`src/rtl/misc_issue_sched.sv`:
```
// misc_issue_sched
//   Lets two requesters share one fixed-latency miscellaneous unit
//   (DAA/DAS/NEG/BSWAP/RND/POS/FP2INT/INT2FP).
//   - Round-robin arbitration. Each accepted op is registered and presented
//     to the unit for exactly one ACT cycle.
//   - A LATENCY-deep tag pipe carries {valid, requester ID, DST} alongside
//     the unit.
//   - Returning results are written into a DEPTH-entry FIFO. A credit counter
//     (OCC) bounds the number of ops in flight, so the FIFO can never
//     overflow and backpressure never drops a result.
// Ports
//   CLK, RESET                    clock, synchronous active-high reset
//   REQ_VALID/REQ_READY [1:0]     per-requester handshake
//   REQ_OP/SA/SB/SD/DST/A/B/CIN   packed {r1,r0} operands
//   ACT, OpCODE, SA, SB, SD,
//   DSTi, CIN, A, B               registered issue to the unit
//   U_R, U_FLAGS                  unit result, valid LATENCY cycles after ACT
//   RES_VALID/RES_READY           result FIFO head handshake
//   RES_ID, RES_DST, RES_R,
//   RES_FLAGS                     result FIFO head contents
module misc_issue_sched #(
  parameter int LATENCY = 2,
  parameter int DEPTH   = 4
) (
  input  logic         CLK,
  input  logic         RESET,
  input  logic [1:0]   REQ_VALID,
  output logic [1:0]   REQ_READY,
  input  logic [5:0]   REQ_OP,
  input  logic [5:0]   REQ_SA,
  input  logic [5:0]   REQ_SB,
  input  logic [5:0]   REQ_SD,
  input  logic [9:0]   REQ_DST,
  input  logic [255:0] REQ_A,
  input  logic [31:0]  REQ_B,
  input  logic [31:0]  REQ_CIN,
  output logic         ACT,
  output logic [2:0]   OpCODE,
  output logic [2:0]   SA,
  output logic [2:0]   SB,
  output logic [2:0]   SD,
  output logic [4:0]   DSTi,
  output logic [15:0]  CIN,
  output logic [127:0] A,
  output logic [15:0]  B,
  input  logic [127:0] U_R,
  input  logic [7:0]   U_FLAGS,
  output logic         RES_VALID,
  input  logic         RES_READY,
  output logic         RES_ID,
  output logic [4:0]   RES_DST,
  output logic [127:0] RES_R,
  output logic [7:0]   RES_FLAGS
);

  localparam int OW = $clog2(DEPTH + 1);
  localparam int PW = (DEPTH > 1) ? $clog2(DEPTH) : 1;

  function automatic logic [PW-1:0] ptr_inc(input logic [PW-1:0] p);
    return (p == PW'(DEPTH - 1)) ? '0 : p + 1'b1;
  endfunction

  // ---------------- arbitration / credits ----------------
  logic [OW-1:0] occ_reg;
  logic          last_reg;
  logic [1:0]    grant;
  logic          credit_ok;
  logic          accept;
  logic          sel;
  logic          pop;

  always_comb begin
    grant = 2'b00;
    case (REQ_VALID)
      2'b01:   grant = 2'b01;
      2'b10:   grant = 2'b10;
      2'b11:   grant = last_reg ? 2'b01 : 2'b10;
      default: grant = 2'b00;
    endcase
  end

  // The registered count is used on purpose. A pop in this cycle only frees
  // its credit on the next cycle, which keeps the ready path short.
  // Ready is also held low while reset is asserted.
  assign credit_ok = (occ_reg < OW'(DEPTH)) && !RESET;
  assign REQ_READY = credit_ok ? grant : 2'b00;
  assign accept    = |REQ_READY;
  assign sel       = REQ_READY[1];
  assign pop       = RES_VALID && RES_READY;

  always_ff @(posedge CLK) begin
    if (RESET) begin
      occ_reg  <= '0;
      last_reg <= 1'b1;
    end else begin
      if (accept && !pop)
        occ_reg <= occ_reg + 1'b1;
      else if (!accept && pop)
        occ_reg <= occ_reg - 1'b1;
      if (accept)
        last_reg <= sel;
    end
  end

  // ---------------- issue register ----------------
  logic id_reg;

  always_ff @(posedge CLK) begin
    if (RESET)
      ACT <= 1'b0;
    else
      ACT <= accept;
    if (accept) begin
      id_reg <= sel;
      OpCODE <= sel ? REQ_OP[5:3]      : REQ_OP[2:0];
      SA     <= sel ? REQ_SA[5:3]      : REQ_SA[2:0];
      SB     <= sel ? REQ_SB[5:3]      : REQ_SB[2:0];
      SD     <= sel ? REQ_SD[5:3]      : REQ_SD[2:0];
      DSTi   <= sel ? REQ_DST[9:5]     : REQ_DST[4:0];
      A      <= sel ? REQ_A[255:128]   : REQ_A[127:0];
      B      <= sel ? REQ_B[31:16]     : REQ_B[15:0];
      CIN    <= sel ? REQ_CIN[31:16]   : REQ_CIN[15:0];
    end
  end

  // ---------------- tag pipe ----------------
  // The tag pipe runs alongside the unit pipeline. The unit's own DSTo is not
  // trusted; only these tags decide what is written into the FIFO.
  logic       vld_pipe [LATENCY];
  logic       id_pipe  [LATENCY];
  logic [4:0] dst_pipe [LATENCY];

  always_ff @(posedge CLK) begin
    for (int i = 0; i < LATENCY; i++) begin
      if (RESET)
        vld_pipe[i] <= 1'b0;
      else
        vld_pipe[i] <= (i == 0) ? ACT : vld_pipe[(i == 0) ? 0 : i - 1];
      id_pipe[i]  <= (i == 0) ? id_reg : id_pipe[(i == 0) ? 0 : i - 1];
      dst_pipe[i] <= (i == 0) ? DSTi   : dst_pipe[(i == 0) ? 0 : i - 1];
    end
  end

  // ---------------- result FIFO ----------------
  logic [127:0]  mem_r   [DEPTH];
  logic [7:0]    mem_f   [DEPTH];
  logic [4:0]    mem_dst [DEPTH];
  logic          mem_id  [DEPTH];
  logic [PW-1:0] wr_ptr_reg;
  logic [PW-1:0] rd_ptr_reg;
  logic [OW-1:0] cnt_reg;
  logic          wr_en;

  assign wr_en = vld_pipe[LATENCY-1];

  always_ff @(posedge CLK) begin
    if (wr_en) begin
      mem_r[wr_ptr_reg]   <= U_R;
      mem_f[wr_ptr_reg]   <= U_FLAGS;
      mem_dst[wr_ptr_reg] <= dst_pipe[LATENCY-1];
      mem_id[wr_ptr_reg]  <= id_pipe[LATENCY-1];
    end
  end

  always_ff @(posedge CLK) begin
    if (RESET) begin
      wr_ptr_reg <= '0;
      rd_ptr_reg <= '0;
      cnt_reg    <= '0;
    end else begin
      if (wr_en)
        wr_ptr_reg <= ptr_inc(wr_ptr_reg);
      if (pop)
        rd_ptr_reg <= ptr_inc(rd_ptr_reg);
      cnt_reg <= cnt_reg + OW'(wr_en) - OW'(pop);
    end
  end

  assign RES_VALID = (cnt_reg != '0);
  assign RES_ID    = mem_id[rd_ptr_reg];
  assign RES_DST   = mem_dst[rd_ptr_reg];
  assign RES_R     = mem_r[rd_ptr_reg];
  assign RES_FLAGS = mem_f[rd_ptr_reg];

endmodule

```
`config.mk`:
```
export PLATFORM = sky130hd
export DESIGN_NAME = misc_issue_sched
export DESIGN_NICKNAME = d
export VERILOG_FILES = /design/src/rtl/misc_issue_sched.sv
export SDC_FILE = /design/constraint.sdc
export NUM_CORES = 1
export LEC_CHECK = 0
export CORE_ASPECT_RATIO = 0.75
export CORE_MARGIN = 1
export CORE_UTILIZATION = 30
export CTS_CLUSTER_DIAMETER = 120
export CTS_CLUSTER_SIZE = 28
export DETAILED_ROUTE_END_ITERATION = 16
export SLEW_MARGIN = 0
export SYNTH_ARGS = -nofsm -noshare
export SYNTH_HDL_FRONTEND = slang
export SYNTH_SLANG_ARGS = --single-unit
```
`constraint.sdc`:
```
create_clock -name CLK -period 12.5 [get_ports CLK]
set_input_delay 3.75 -clock CLK [delete_from_list [all_inputs] [get_ports CLK]]
set_output_delay 3.75 -clock CLK [all_outputs]
set_load 0.05 [all_outputs]
```
==> summary.txt, run 1 <==
The full implementation flow was run.

Per STA, the library cell used most along the worst path is sky130_fd_sc_hd__clkdlybuf4s50_1. The total number of nets in the final design stands at 2529. The mean instance size in the synthesized netlist stands at 24.0 sq um. The number of top-level pins stands at 818.

Leaving out the clock tree, the finished layout contains a buffer count of 833. TritonCTS built the clock tree. The final critical-path share of the clock period stands at 81.1%. The most common logic cells in the final layout are sky130_fd_sc_hd__clkdlybuf4s50_1, sky130_fd_sc_hd__edfxtp_1, sky130_fd_sc_hd__mux2_2.

The portion of synthesized area spent on multiplexers is 18.0%. For the pin with the worst max-slew slack, the measured transition is 1.10 ns. The cell sitting at the root of the clock tree is a sky130_fd_sc_hd__clkbuf_16.

The worst setup path is launched from an input pin. The count of cells resized by post-cts repair stands at 0. The largest registers in the layout are mem_r (512), A (128), mem_f (32).

The xor and xnor area share after synthesis stands at 0.121%. The setup path with the least slack is of type input pin to output pin. STA classifies the critical path endpoint as an output pin.

In the log, the iteration count for the first detailed-route pass is 5. The routed layout has 15000 vias. At floorplan, the net count of the design was reported as 1711. The core region is 95500 sq um.

The post-route setup TNS stands at 0 ns. The worst hold path was traced through 0 stages. The logic share of the area stands at 14.2%. The headroom to the max-slew limit stands at 26.5%. The register with the most flip-flops in the layout has 512 of them.

Summing the areas of all fa, ha and maj instances in the mapped netlist gives 0.484% of the synthesized area. The minimum setup slack in the final design stands at 2.37 ns. The cell count in the Yosys report stands at 1206.

Post-synthesis, Yosys gives the total cell area as 29000 sq um. The maximum fanout encountered on the critical timing path stands at 43. STA reports a reg2reg setup slack of 8.97 ns. The chip occupies 97800 sq um. According to the timing report, the data required time at the worst endpoint equals 8.75 ns.

The cell-mix breakdown from Yosys lists the compound-gate area share as 0.199%. The via count of the first global-routing pass stands at 16200. The final timing report counts setup violations totalling 0.

Looking at the reg2reg group, the worst path starts from occ_reg[2]. The number of combinational gates with multiple inputs stands at 370. The analysis reports a worst IR drop on VDD of 0.0960 mV. Summing all multi-input logic gate instances after layout gives 5620 sq um. During tapcell insertion the tool placed 1250 well taps. The proportion of layout cells with a drive suffix above 1 stands at 18.9%. For the worst reg-to-reg path, the endpoint reported by OpenROAD is A[97]. Among the non-sequential cells, multiplexers take the most area.

The number of rows created at floorplan stands at 98. CTS reports a maximum clock tree buffer depth of 3. The initial antenna violation count stands at 39. The tally of nets with antenna violations remaining after routing stands at 0. The endpoint of the worst hold path is reported as dst_pipe[0][6]. The overall fraction of global-route tracks in use stands at 16.8%. The via density per instance stands at 4.53. The number of hold violations in the final report stands at 0. The netlist area before placement stands at 29000 sq um. The final routed DRC violation total stands at 0. The power per standard cell area stands at 163 nW/um^2.

Per the synthesis report, the number of distinct cell types is 28. The sequential cell area fraction in the yosys report stands at 79.3%. The static leakage stands at 12.5 nW. In this run, CTS created clock tree buffers numbering 35. The capture point of the critical path was reported as REQ_READY[1]. The number of antenna diodes in the final layout is 20. mem_r holds more flip-flops than any other register. The largest net degree at the start of global routing stands at 89. The pre-CTS worst setup slack stands at 2.40 ns. The clock-cell share of area stands at 2.56%. The last weighted congestion value of the routability-driven placer stands at 0.929.

The clock insertion delay at the later pin of the skew report stands at 0.59 ns. The tally of OpenROAD warnings stands at 29. The clock net in this run drives a total of 774 sinks.

The non-clock inverter instance count of the final layout stands at 10. Listed in order, past its start point the critical path passes clkdlybuf4s50_1, nor2_4, nand3_4, inv_1, clkdlybuf4s50_1. The quantity of hold-fixing buffers added after cts stands at 0. The total of flip-flops plus latches after synthesis stands at 774. The routed design has 84300 microns of wire.

The tightest min-delay check is of the flip-flop to flip-flop type. The launch point of the worst min-delay path is recorded as dst_pipe[0][1]. The run finished with clean final reports.

The clock period minus final worst setup slack stands at 10.13 ns. On the critical path, the stage with the largest delay is an instance of sky130_fd_sc_hd__clkdlybuf4s50_1. The layout report lists the combined flip-flop and latch area as 23000 sq um. In this run the maximum-capacitance check reported violations numbering 0. The stage delay of the slowest cell on the critical path stands at 0.84 ns. The count of buffers from port buffering stands at 817. The layout buffering overhead excluding clock cells stands at 21.0%. Per the detail_route report, routed wire per instance is 25.5 microns. The global route stage reports its total congestion overflow as 0. The final-report max-slew violation count stands at 0. The clock skew after layout stands at 0.0280 ns.

The clock transition at the register clock pins on the worst setup and hold paths after CTS stands at 0.10 ns. The top cell type in the final layout, fill and taps aside, is sky130_fd_sc_hd__clkdlybuf4s50_1. Setup repair after global routing left no endpoint under its margin. The total number of H-tree levels stands at 2. The number of warnings issued by yosys stands at 0.

The floorplan step records an initial core utilization of 30.3%. The floorplan step set the die width to 361 microns. The synthesis-to-layout area growth stands at 36.7%. The share of synthesized cell area in and, or, nand and nor gates stands at 0.488%. The number of setup buffers added after CTS stands at 0. The path depth of the worst reg2reg path stands at 5.

The class occupying the most area after layout is reported as flip-flops and latches. The synthesized instance count stands at 1206. The flow reports an fmax of 98.7 MHz. The critical path starts at RESET.

Per the log, the first TritonRoute iteration ended with a DRC count of 1013. The first global-routing pass estimated 117000 microns of wire. The utilization after layout stands at 41.4%.

The data arrival time reported for the critical path is 6.38 ns.
==> run 1: through the flow <==
stage / cell area (sq um) / total power [W] / cells / hold slack (ns)
finish: 39600 / 0.00643 / 3306 / 0.307
global route: 39500 / 0.00666 / 3299 / 0.309
detailed placement: 38500 / 0.00516 / 3237 / 0.312
floorplan: 29000 / 0.00442 / 1206 / 0.310
CTS: 39500 / 0.00652 / 3286 / 0.304
global placement: 38500 / 0.00514 / 3237 / 0.312
==> run 1: Yosys cell counts (all sizes together) <==
library cell,number,share of area [%]
mux4,142,11
o31ai,1,0.026
fa,2,0.14
and2,4,0.086
nand2,3,0.039
clkbuf,8,0.10
mux2,177,6.9
xor2,2,0.061
ha,8,0.35
inv,10,0.13
a221o,1,0.035
buf,44,1.1
nand2b,1,0.022
nor3b,1,0.026
o21ai,1,0.017
nor2,8,0.13
a21oi,4,0.069
or3,3,0.065
xnor2,2,0.061
dfxtp,28,1.9
o21a,2,0.052
nand3,1,0.035
mux2i,3,0.10
nor2b,4,0.086
edfxtp,746,77
==> run 1: critical path: cells and delay by family <==
family	cells	cell delay, ns
buffers and inverters	3	1.83
AND/OR/NAND/NOR	2	0.79
==> run 1: per-layer routing <==
layer,GRT usage (%),routed length (microns)
met5,0,120
met4,5.94,2150
met3,7.04,7840
met2,28.4,42900
met1,19.0,31300
==> run 1: cell families after synthesis <==
| logic type | Yosys count |
|---|---|
| adders and majority gates | 10 |
| DFF | 774 |
| buffers and inverters | 62 |
| xor gates and xnor gates | 4 |
| AOI/OAI and AO/OA | 9 |
| muxes | 322 |
| and+or+nand+nor | 25 |
==> run 1: power by group <==
part,internal (W),switching (W)
registers,0.00300,0.0000615
logic,0.000791,0.00122
clock network,0.000538,0.000818
total,0.00433,0.00210
### Clock network drawn from the DEF, run 1

(1 px per micron)
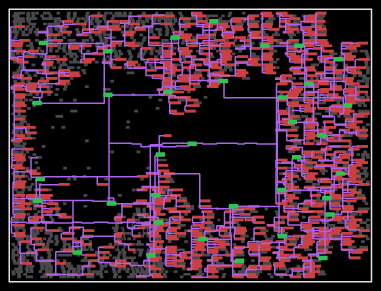
cells driving clock nets -> green  # count 35
flip-flops -> red  # count 774
clock wires -> purple  # length 8960 microns
routed clock nets = 36
flops lie = widely spread

### Clock routing, run 1

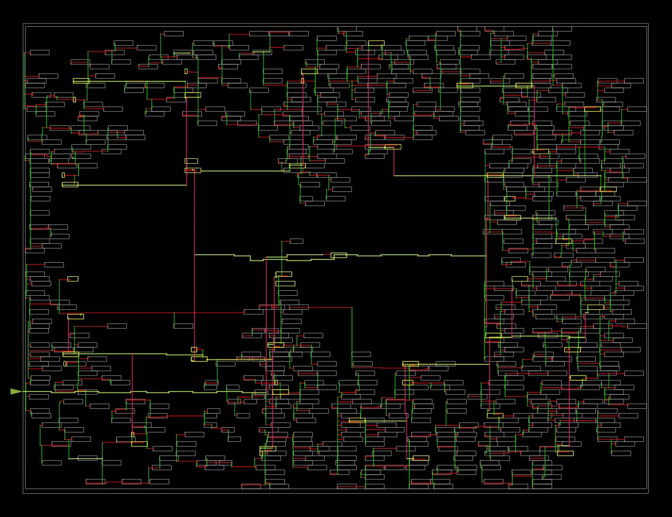
power attributed to the clock group: 0.00136 W
layout clock buffer count: 43
total number of sequential cells: 774

### I/O nets highlighted, run 1

(1 px per micron)
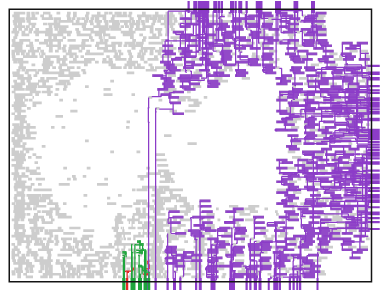
REQ_READY -> red  # direction output, end cells 2, buffers 2, wire 50.7 microns
REQ_DST -> green  # direction input, end cells 5, buffers 10, wire 336 microns
U_R -> purple  # direction input, end cells 512, buffers 128, wire 9900 microns

### M3 wires, run 1

(1 px per micron)
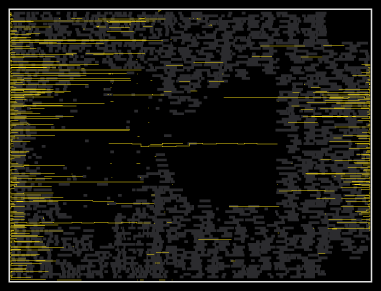

==> run 2, diff against run 1 <==
clock period = 10.41 ns   (was 12.5 ns; I/O delays follow)
### M3 wires, run 2

(1 px per micron)
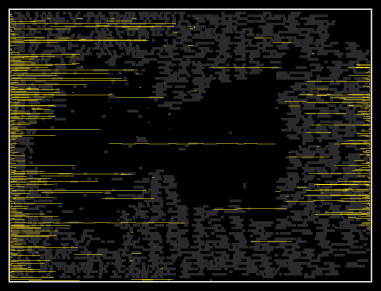
share of all routed wire = 9.3%
main direction = horizontal
nets with wire on the layer = 379

### Clock routing, run 2

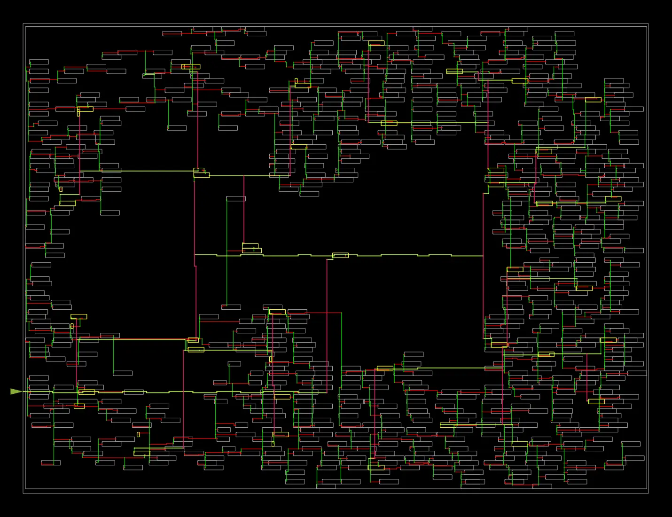
worst-case clock skew: 0.0351 ns
total CTS buffers: 34
power attributed to the clock group: 0.00159 W
insertion delay at the late pin of the worst-skew pair: 0.60 ns

### I/O nets highlighted, run 2

(1 px per micron)
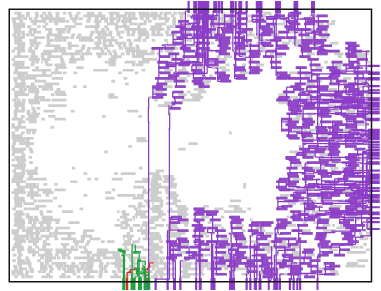
U_R -> purple  # direction input, end cells 512, buffers 128, wire 9670 microns
REQ_READY -> red  # direction output, end cells 2, buffers 2, wire 46.9 microns
REQ_DST -> green  # direction input, end cells 5, buffers 10, wire 273 microns

==> summary.txt, run 2 <==
The full implementation flow was run.

The slowest stage of the critical path is the sky130_fd_sc_hd__clkdlybuf4s50_1 cell. Looking at area per cell type in the netlist, the leader is sky130_fd_sc_hd__edfxtp_1. The number of hold violations in the final report is 0 (unchanged). The netlist area before placement stands at 29000 sq um (unchanged). The sequential cell area fraction in the yosys report stands at 79.3% (unchanged). The storage element area is 23000 sq um (unchanged). The stage delay of the slowest cell on the critical path is 0.83 ns (about the same). The die boundary width stands at 361 microns (unchanged). The final critical-path share of the clock period stands at 84.9%.

The portion of synthesized cell area occupied by the leading cell type stands at 77.4% (unchanged). Sorting the synthesized cells by area gives the leading types as sky130_fd_sc_hd__edfxtp_1, sky130_fd_sc_hd__mux4_2, sky130_fd_sc_hd__mux2_2. STA classifies the critical path startpoint as an input pin. The post-synthesis net count was 1711 (unchanged). The final number of setup-violating endpoints stands at 0 (unchanged). The total number of nets in the final design is 2527 (-0.079%). The area of the core was 95500 sq um (unchanged).

Per STA, the startpoint of the critical path is RESET. The flip-flop count of the largest register, all copies and words added stands at 512 (unchanged). The tally of OpenROAD warnings stands at 32 (+10%). The chip area in the Yosys report came to 29000 sq um (unchanged). The largest vdd supply drop was 0.113 mV (+18%). The met3 wirelength from detailed routing is 7800 microns (-0.51%).

The tally of nets with antenna violations remaining after routing stands at 0 (unchanged). The cell count in the Yosys report was 1206 (unchanged). The clock transition at the register clock pins on the worst setup and hold paths after CTS stands at 0.10 ns (about the same). The critical path data required time stands at 7.29 ns (-1.46 ns). The run finished with clean final reports.

The highest layer touched by signal routing is met5. The net switching share of the total power is 32.6% (-0.16 points). The die footprint stands at 97800 sq um (unchanged). The proportion of layout cells with a drive suffix above 1 stands at 18.8% (-0.12 points). The startpoint identified for the worst register-to-register timing path is wr_ptr_reg[0]. The min-delay analysis places its worst path in the category flip-flop to flip-flop.

The count of buffers from port buffering stands at 817 (unchanged). The number of violations reported at the end of detailed-routing iteration 0 was 964 (-4.8%). The post-synthesis async set-or-reset flop share came to 0% (unchanged).

The worst setup path is of the input pin to output pin kind. The overall fraction of global-route tracks in use stands at 16.8% (about the same). The via density per instance stands at 4.54 (+0.37%). The clock sink total stands at 774 (unchanged).

The global-route wire length before repair was 117000 microns (-0.26%). The last weighted congestion value of the routability-driven placer came to 0.926 (-0.33%). The cell-internal power came to 0.00519 W (+20%). The number of top-level pins is 818 (unchanged). The sequential power came to 0.00367 W (+20%). The mean instance size in the synthesized netlist was 24.0 sq um (unchanged). The via count of the routed design is 15000 (+0.094%). The deepest clock path buffer count was 3 (unchanged). The total of flip-flops plus latches after synthesis stands at 774 (unchanged).

The commonest register cell is sky130_fd_sc_hd__edfxtp_1. The count of cell types in the netlist came to 28 (unchanged). The pre-CTS worst setup slack is 1.58 ns (-0.825 ns). The number of iterations in the first detailed-routing pass is 5 (unchanged). The group that draws the most power in this run is sequential cells. The per-cell routed wire length stands at 25.6 microns (+0.42%). The slew at the pin with the worst max-slew slack is 1.06 ns (-0.0446 ns). The effective utilization at floorplan stands at 30.3% (unchanged).

The final routed DRC violation total came to 0 (unchanged). Leaving out fill and tap cells, the most frequent cell in the layout is sky130_fd_sc_hd__clkdlybuf4s50_1. Counting stages on the worst path, the most repeated cell is sky130_fd_sc_hd__clkdlybuf4s50_1. The number of warnings issued by yosys was 0 (unchanged). The largest registers in the layout are mem_r (512), A (128), mem_f (32). The post-route setup TNS is 0 ns (unchanged). The static leakage stands at 12.5 nW (-0.11%). The count of cells resized by post-cts repair is 0 (unchanged). The switching power of the nets stands at 0.00250 W (+19%).

The buffer-and-inverter tally for the worst setup path was 3 (unchanged). STA lists the endpoint of the worst register-to-register path as mem_r[3][5]. The total power is 0.00769 W (+20%). On the critical path the largest part of the delay comes from buffers and inverters. The utilization after layout is 41.4% (about the same). The wire length reported by the detailed router came to 84400 microns (+0.15%). After global routing, the most crowded layer is met2. The met2 track demand over resource is 28.8% (+0.37 points). The final global-route overflow total stands at 0 (unchanged).

The final-report max-slew violation count came to 0 (unchanged). The fraction of power consumed by sequential logic stands at 47.8% (+0.2 points). The commonest cells after synthesis are sky130_fd_sc_hd__edfxtp_1, sky130_fd_sc_hd__mux2_2, sky130_fd_sc_hd__mux4_2, sky130_fd_sc_hd__dfxtp_1, sky130_fd_sc_hd__buf_2. The quantity of hold-fixing buffers added after cts stands at 0 (unchanged).

The maximum fanout encountered on the critical timing path came to 39 (-9.3%). The headroom to the max-slew limit came to 29.5% (+3.0 points). The share of power burned in combinational logic is 31.5% (+0.2 points). The number of rows created at floorplan is 98 (unchanged). The minimum setup slack in the final design stands at 1.57 ns (-0.800 ns).

Setup repair after global routing left no endpoint under its margin. In this run the most critical hold path is launched from dst_pipe[0][1]. In the layout the commonest cells are sky130_fd_sc_hd__clkdlybuf4s50_1, sky130_fd_sc_hd__edfxtp_1, sky130_fd_sc_hd__mux2_2.

The routing usage on met3 stands at 6.94% (-0.099 points). The power per standard cell area stands at 195 nW/um^2 (+20%). The initial antenna violation count came to 34 (-13%). The met2 wirelength from detailed routing came to 43000 microns (+0.30%). The number of violations of the max-capacitance limit was 0 (unchanged).

The flop-to-flop setup slack stands at 7.21 ns (-1.76 ns). The via count of the first global-routing pass stands at 16100 (-0.94%). The fraction of power consumed by the clock network is 20.7% (-0.4 points).

The routed metal-1 wirelength stands at 31200 microns (-0.20%). Hold analysis lists the worst path endpoint as dst_pipe[0][6]. The cell depth of the worst min-delay path came to 0 (unchanged). TritonCTS built the clock tree. The maximum clock frequency stands at 113 MHz. The combinational cell power is 0.00242 W (+20%). Traced cell by cell, the critical path runs through clkdlybuf4s50_1, nor2_4, nand3_4, inv_1, clkdlybuf4s50_1. In the post-synthesis netlist, the cell with the most instances is sky130_fd_sc_hd__edfxtp_1.

The count of library flops with an enable pin stands at 746 (unchanged). The total number of H-tree levels stands at 2 (unchanged). The path depth of the worst reg2reg path is 4 (-1).

The worst path arrival time came to 5.72 ns (-0.66 ns). The largest net degree at the start of global routing came to 141 (+58%). The synthesis-to-layout area growth is 36.5% (about the same). The synthesized instance count was 1206 (unchanged). The register with the most flip-flops in the final layout is mem_r. STA classifies the critical path endpoint as an output pin.

The cell sitting at the root of the clock tree is a sky130_fd_sc_hd__clkbuf_16.
[run 2: metrics by stage]
stage | std cells | hold WS [ns] | instance area (sq um)
floorplan | 1206 | 0.310 | 29000
global placement | 3236 | 0.311 | 38500
detailed placement | 3236 | 0.312 | 38500
CTS | 3283 | 0.338 | 39500
global route | 3292 | 0.344 | 39500
finish | 3297 | 0.338 | 39500
[run 2: worst max-delay path by stage]
| stage | to | slack (ns) | depth (start not counted) |
|---|---|---|---|
| 2_1_floorplan | occ_reg[2] | 1.44 | 8 |
| 3_3_place_gp | REQ_READY[1] | 1.65 | 5 |
| 3_5_place_dp | REQ_READY[1] | 1.58 | 5 |
| 4_1_cts | REQ_READY[1] | 1.56 | 5 |
| 5_1_grt | REQ_READY[1] | 1.41 | 5 |
| 6_report | REQ_READY[1] | 1.57 | 5 |
[run 2: layout make-up]
cell class	count	share of cell area, %
antenna	14	0.0886
clock buffer	43	2.29
clock inverter	4	0.199
inverter	10	0.0950
multi-input combinational	370	14.2
sequential	774	58.1
tap	1250	3.96
timing repair buffer	832	21.0
[run 2: kinds of logic (layout without fill, tap and decap cells)]
group | count (synthesis) | after routing | share of synthesized area (%)
compound gates | 9 | 9 | 0.199
xor+xnor | 4 | 4 | 0.121
fa+ha+maj | 10 | 10 | 0.484
buf+inv | 62 | 889 | 1.37
flops | 774 | 774 | 79.3
mux | 322 | 322 | 18.0
other cells | 0 | 14 | 0
simple gates | 25 | 25 | 0.488
[run 2: worst register-to-register path: stages (launching register included)]
cell,delay [ns]
sky130_fd_sc_hd__dfxtp_1,0.42
sky130_fd_sc_hd__ha_1,0.20
sky130_fd_sc_hd__and2_4,0.63
sky130_fd_sc_hd__buf_4,0.75
sky130_fd_sc_hd__buf_4,0.79
No activity file was given, so power comes from the tool's default toggle rates.
